<file path="config.mk">
export PLATFORM = sky130hd
export DESIGN_NAME = sel_rr_arbiter
export DESIGN_NICKNAME = d
export VERILOG_FILES = /design/src/rtl/sel_arb_pkg.sv /design/src/rtl/sel_rr_arbiter_pick.sv /design/src/rtl/sel_rr_arbiter.sv
export SDC_FILE = /design/constraint.sdc
export NUM_CORES = 1
export LEC_CHECK = 0
export CAP_MARGIN = 0
export CORE_AREA = 2 2 48 50
export CTS_CLUSTER_DIAMETER = 150
export DETAILED_ROUTE_END_ITERATION = 6
export DIE_AREA = 0 0 50 52
export PLACE_DENSITY_LB_ADDON = 0.1
export SLEW_MARGIN = 40
export SYNTH_ARGS = -nofsm -noshare
export SYNTH_HDL_FRONTEND = slang
export SYNTH_SLANG_ARGS = --single-unit
export TNS_END_PERCENT = 100
</file>
<file path="constraint.sdc">
create_clock -name clk -period 1.7 [get_ports clk]
set_input_delay 0.34 -clock clk [delete_from_list [all_inputs] [get_ports clk]]
set_output_delay 0.34 -clock clk [all_outputs]
set_load 0.01 [all_outputs]
</file>
<file path="src/rtl/sel_arb_pkg.sv">
// Shared types and helpers for the select-driven round-robin arbiter.
// Index helpers are sized for the largest supported requester count (16).
package sel_arb_pkg;

    localparam int MAX_REQ = 16;
    localparam int IDX_W   = 4;

    typedef enum logic [1:0] {IDLE, BUSY, PARK} state_t;

    function automatic logic [IDX_W-1:0] onehot_to_idx(input logic [MAX_REQ-1:0] oh);
        logic [IDX_W-1:0] idx;
        idx = '0;
        for (int i = 0; i < MAX_REQ; i++)
            if (oh[i]) idx = IDX_W'(i);
        return idx;
    endfunction

    // Walk downward so the closest set bit after last is the final assignment;
    // k == n lands on last itself, which lets a sole requester win again.
    function automatic logic [IDX_W-1:0] rr_pick(input logic [MAX_REQ-1:0] req,
                                                 input logic [IDX_W-1:0]   last,
                                                 input int                 n);
        logic [IDX_W-1:0] idx;
        int               j;
        idx = last;
        for (int k = n; k >= 1; k--) begin
            j = (int'(last) + k) % n;
            if (req[j]) idx = IDX_W'(j);
        end
        return idx;
    endfunction

endpackage

</file>
<file path="src/rtl/sel_rr_arbiter_pick.sv">
// Combinational rotate-priority encoder: first set req bit after last, with wrap.
import sel_arb_pkg::*;

module sel_rr_arbiter_pick #(
    parameter int NUM_REQ = 4,
    parameter int SEL_W   = $clog2(NUM_REQ)
) (
    input  logic [NUM_REQ-1:0] req,
    input  logic [SEL_W-1:0]   last,
    output logic [SEL_W-1:0]   winner,
    output logic               found
);

    logic [IDX_W-1:0] pick;

    always_comb begin
        pick   = rr_pick(MAX_REQ'(req), IDX_W'(last), NUM_REQ);
        winner = SEL_W'(pick);
        found  = |req;
    end

endmodule

</file>
<file path="src/rtl/sel_rr_arbiter.sv">
// Round-robin arbiter with hold timeout for a shared select-decoded resource.
// Optional X/Z screening of req compiled in with SEL_ARB_XZ_CHECK_EN.
import sel_arb_pkg::*;

module sel_rr_arbiter #(
    parameter int NUM_REQ  = 4,
    parameter int MAX_HOLD = 8,
    parameter int SEL_W    = $clog2(NUM_REQ)
) (
    input  logic               clk,
    input  logic               rst,
    input  logic [NUM_REQ-1:0] req,
    input  logic [NUM_REQ-1:0] done,
    output logic [NUM_REQ-1:0] gnt,
    output logic [SEL_W-1:0]   sel,
    output logic               sel_valid,
    output logic               timeout,
    output logic               xz_err
);

    state_t             state, state_nxt;
    logic [7:0]         cnt;
    logic [SEL_W-1:0]   last;
    logic [NUM_REQ-1:0] req_eff;
    logic [SEL_W-1:0]   winner;
    logic               found;
    logic [NUM_REQ-1:0] gnt_nxt;
    logic [SEL_W-1:0]   sel_nxt;
    logic               owner_req, owner_done, hit_max, rel, to_only;

`ifdef SEL_ARB_XZ_CHECK_EN
    // Unknown request bits never win arbitration.
    always_comb begin
        req_eff = '0;
        for (int i = 0; i < NUM_REQ; i++)
            req_eff[i] = (req[i] === 1'b1);
    end

    always_ff @(posedge clk) begin
        if (rst) begin
            xz_err <= 1'b0;
        end else if ((^req) === 1'bx) begin
            xz_err <= 1'b1;
            $display("sel_rr_arbiter: X/Z on req bits %b", req);
        end
    end
`else
    assign req_eff = req;
    assign xz_err  = 1'b0;
`endif

    sel_rr_arbiter_pick #(.NUM_REQ(NUM_REQ), .SEL_W(SEL_W)) u_pick (
        .req    (req_eff),
        .last   (last),
        .winner (winner),
        .found  (found)
    );

    // sel is re-encoded from the one-hot grant so the two can never disagree.
    always_comb begin
        gnt_nxt    = NUM_REQ'(1) << winner;
        sel_nxt    = SEL_W'(onehot_to_idx(MAX_REQ'(gnt_nxt)));
        owner_req  = |(gnt & req_eff);
        owner_done = |(gnt & done);
        hit_max    = (cnt == 8'(MAX_HOLD - 1));
        rel        = !owner_req || owner_done || hit_max;
        to_only    = hit_max && owner_req && !owner_done;
    end

    always_comb begin
        state_nxt = state;
        case (state)
            IDLE:    if (found) state_nxt = BUSY;
            BUSY:    if (rel)   state_nxt = PARK;
            PARK:    state_nxt = IDLE;
            default: state_nxt = IDLE;
        endcase
    end

    always_ff @(posedge clk) begin
        if (rst) state <= IDLE;
        else     state <= state_nxt;
    end

    always_ff @(posedge clk) begin
        if (rst) begin
            gnt       <= '0;
            sel       <= '0;
            sel_valid <= 1'b0;
            timeout   <= 1'b0;
            last      <= SEL_W'(NUM_REQ - 1);
            cnt       <= '0;
        end else begin
            timeout <= 1'b0;
            case (state)
                IDLE: if (found) begin
                    gnt       <= gnt_nxt;
                    sel       <= sel_nxt;
                    sel_valid <= 1'b1;
                    last      <= sel_nxt;
                    cnt       <= '0;
                end
                BUSY: begin
                    cnt <= cnt + 8'd1;
                    if (rel) begin
                        gnt       <= '0;
                        sel_valid <= 1'b0;
                        timeout   <= to_only;
                    end
                end
                default: ;
            endcase
        end
    end

endmodule

</file>
Fig. 1: run 1, logic cells by family
Scale bar: 20 µm.
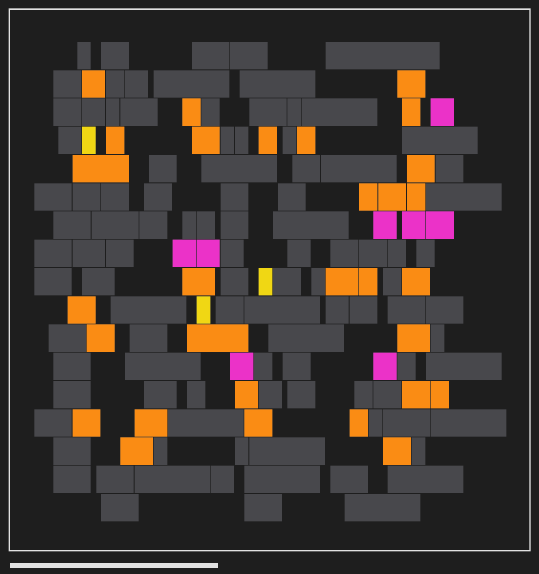
| colour | family | cells |
|---|---|---|
| magenta | and/or cells | 8 |
| yellow | inv cells | 3 |
| orange | aoi and oai cells | 30 |
logic share of the area: 40.13%
most common logic cell in the routed design: dfxtp_1
number of non-filler instances in the completed layout: 170

Fig. 2: run 1, cells coloured by class
Scale bar: 20 µm.
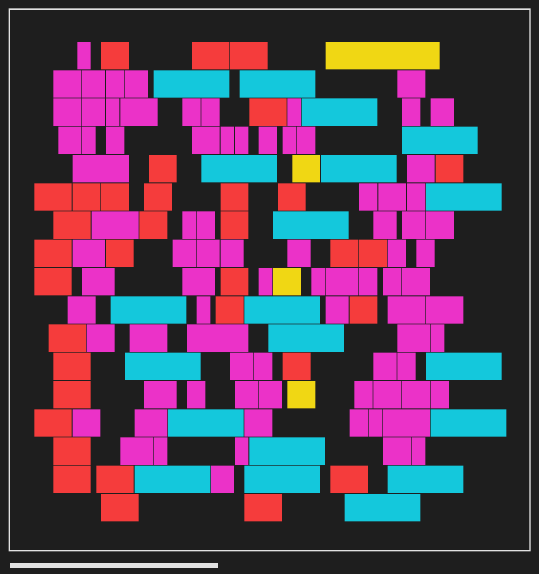
| colour | class | cells |
|---|---|---|
| red | remaining buffers and delay cells | 34 |
| yellow | clock drivers and dummy loads | 4 |
| magenta | remaining logic cells | 84 |
| cyan | registers | 20 |

==> reports/metrics.csv <==
stage,metric,value,unit
worst_setup_path,worst-setup-path-type,reg -> out,
drt,wl_met3,68,µm
synthesis,logic_family,AND-OR/OR-AND gates,
synthesis,synthCells,111,
worst_setup_path,crit_buf_inv,1,
worst_setup_path,cp.depth,1,
drt,dr.first_iter.drc_count,17,
synthesis,edf_count,0,
job,maxCapViolCount,0,
drt,drc_errors,0,
min_path,hp-start,sel[1]$_SDFFE_PP0P_,
sta,min_period,1.630,ns
layout,nNetsFinal,154,
drt,wire_per_inst,13.19,µm
place,dp_hpwl,1.712,mm
worst_setup_path,arrival,1.29,ns
place,dpl_cell_area,1271,µm²
synthesis,yosys.area_share.xor_xnor,0,%
floorplanning,chip_area,2600,µm²
synthesis,ys_sh_mux,1.030,%
sta,setup_slack,0.06985,ns
sta,fmax,0.6134,GHz
pwr,power,1.421,mW
worst_setup_path,path_cells,clkdlybuf4s50_1,
global_route,grtUsageMet1,22.50,%
synthesis,ys_chip_area,972.2,µm²
pwr,power_clock,388,µW
pwr,power_leader,sequential cells,
drt,vias_per_cell,5.594,
floorplanning,die.size.y,52,µm
worst_setup_path,cp_slowest_cell,clkdlybuf4s50_1,
cts,cts_tree,built,
pwr,peakVddDrop,0.0005167,V
cts,numCtsBuffers,3,
place,numPlacedInstances,166,
pwr,p_seq,589,µW
synthesis,ys_cells,111,
cts,cts.sinks,20,
pwr,p_per_area,1067,nW/µm²
pwr,powerComb,443,µW
place,gp_congestion,0.7558,
layout,diodes,0,
global_route,overflow,0,
drt,ant_nets,0,
sta,maxSlewViolCount,0,
synthesis,fa_ha_area_share,1.287,%
layout,final_util,63.22,%
floorplanning,core_area,2106,µm²
global_route,use_met2,34.65,%
synthesis,aoi_share,28.19,%
global_route,grt_pass1_vias,893,
pwr,seq_power_share,41.5,%
drt,vias,951,
sta,hold_violations,0,
synthesis,fp_nets,122,
drt,finalWirelength,2.242,mm
floorplanning,die_width,50,µm
global_route,grt_pass1_wl,3.829,mm
synthesis,yosysWarnings,0,
global_route,busiest_layer,met2,
pwr,switchingPower,416.2,µW
cts,cts_setup_buffers,0,
global_route,track_usage,19.36,%
worst_setup_path,end_kind,output pin,
worst_setup_path,r2r_slack,0.12,ns
cts,clock_path_buffers,2,
synthesis,netlist_area,972.2,µm²
sta,finalClockPeriodUsage,95.89,%
pwr,p_clk_share,27.3,%
synthesis,synth.avg_cell_area,8.758,µm²
cts,hold_buffers,0,
pwr,combPwrFrac,31.2,%
sta,fin_tns_setup,0,ns
synthesis,synth-simple-area-share,23.29,%
cts,clk_latency,0.30,ns
layout,regMostFlops,cnt,
sta,fin_skew,0.01622,ns
worst_setup_path,critPathMaxFanout,4,
synthesis,yosysSeqAreaShare,41.18,%
pwr,p_leak,0.4932,nW
global_route,grt_use_met3,3.448,%
cts,path_clk_slew,0.13,ns
worst_setup_path,cp_top_family,buffers and inverters,
sta,holdWs,0.4728,ns
cts,cts_max_level,1,
drt,met1_length,1.003,mm
layout,largest_reg_flops,8,
sta,finalSetupViolCount,0,
floorplanning,pin_count,19,
outcome,outcome,"complete, no violations",
worst_setup_path,cpPeakStageDelay,0.57,ns
synthesis,synth-seq-cells,20,
min_path,hold_depth,2,
drt,firstDrtPassIters,4,
worst_setup_path,startpoint_type,flop,
global_route,antenna_found_initial,0,
global_route,grt_max_degree,13,
Fig. 3: run 1, supply network
Pins as bars on the die edge. Tap cells in grey.
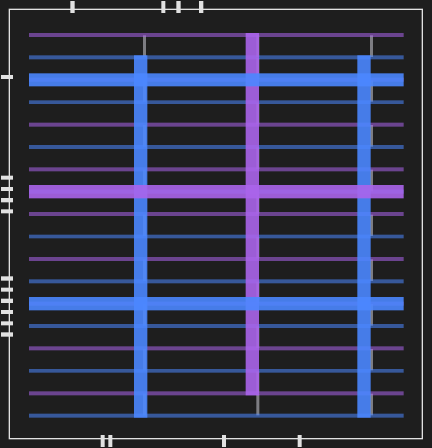
| colour | net |
|---|---|
| blue | VSS |
| purple | VDD |
met4 straps: 3
tap cells: 28

run 1: synth_stat cells, drive strengths merged (2+ instances only):
master,n,area (µm²)
o211ai,4,30.03
a211oi,5,37.54
a21oi,11,58.81
or3,3,18.77
nand2,7,26.28
nand2b,6,37.54
clkbuf,3,11.26
nor2,5,18.77
buf,4,22.52
or2,3,18.77
dfxtp,20,400.4
nor2b,2,12.51
a311oi,2,23.77
inv,3,11.26
nor3,6,35.03
a22o,3,26.28
a22oi,2,15.01
nand3,5,25.02
o2bb2ai,2,17.52
run 1: layout by cell type, fill, tap and decap left out, types with 4 or more instances in the layout:
| cell type | n |
|---|---|
| dfxtp_1 | 20 |
| clkdlybuf4s50_1 | 17 |
| buf_4 | 17 |
| a21oi_1 | 10 |
| nand2_1 | 7 |
| nand2b_1 | 6 |
| nor2_1 | 5 |
| a211oi_1 | 5 |
| nor3_1 | 5 |
| nand3_1 | 5 |
| o211ai_1 | 4 |
run 1: tightest hold or removal path, cell delays in order (launching register included):
cell     delay, ns
dfxtp_1       0.33
nand2_1       0.05
a21oi_1       0.06
run 1: path summary, 6_finish.rpt:
check	endpoint
setup / recovery	gnt[3]
hold / removal	sel[1]$_SDFFE_PP0P_
setup reg to reg	gnt[0]$_SDFFE_PP0P_
hold reg to reg	sel[1]$_SDFFE_PP0P_
run 1: layout make-up:
type | instances | area [µm²]
Clock buffer | 3 | 22.52
Clock inverter | 1 | 30.03
Fill cell | 179 | 774.5
Inverter | 3 | 11.26
Multi-Input combinational cell | 81 | 534.3
Sequential cell | 20 | 400.4
Tap cell | 28 | 35.03
Timing Repair Buffer | 34 | 297.8
run 1: what timing repair did:
item	CTS	global route
endpoints found under the hold margin	0	0
resized	0	1
setup endpoints to repair	0	3
Power is estimated from default activity; no workload was simulated.
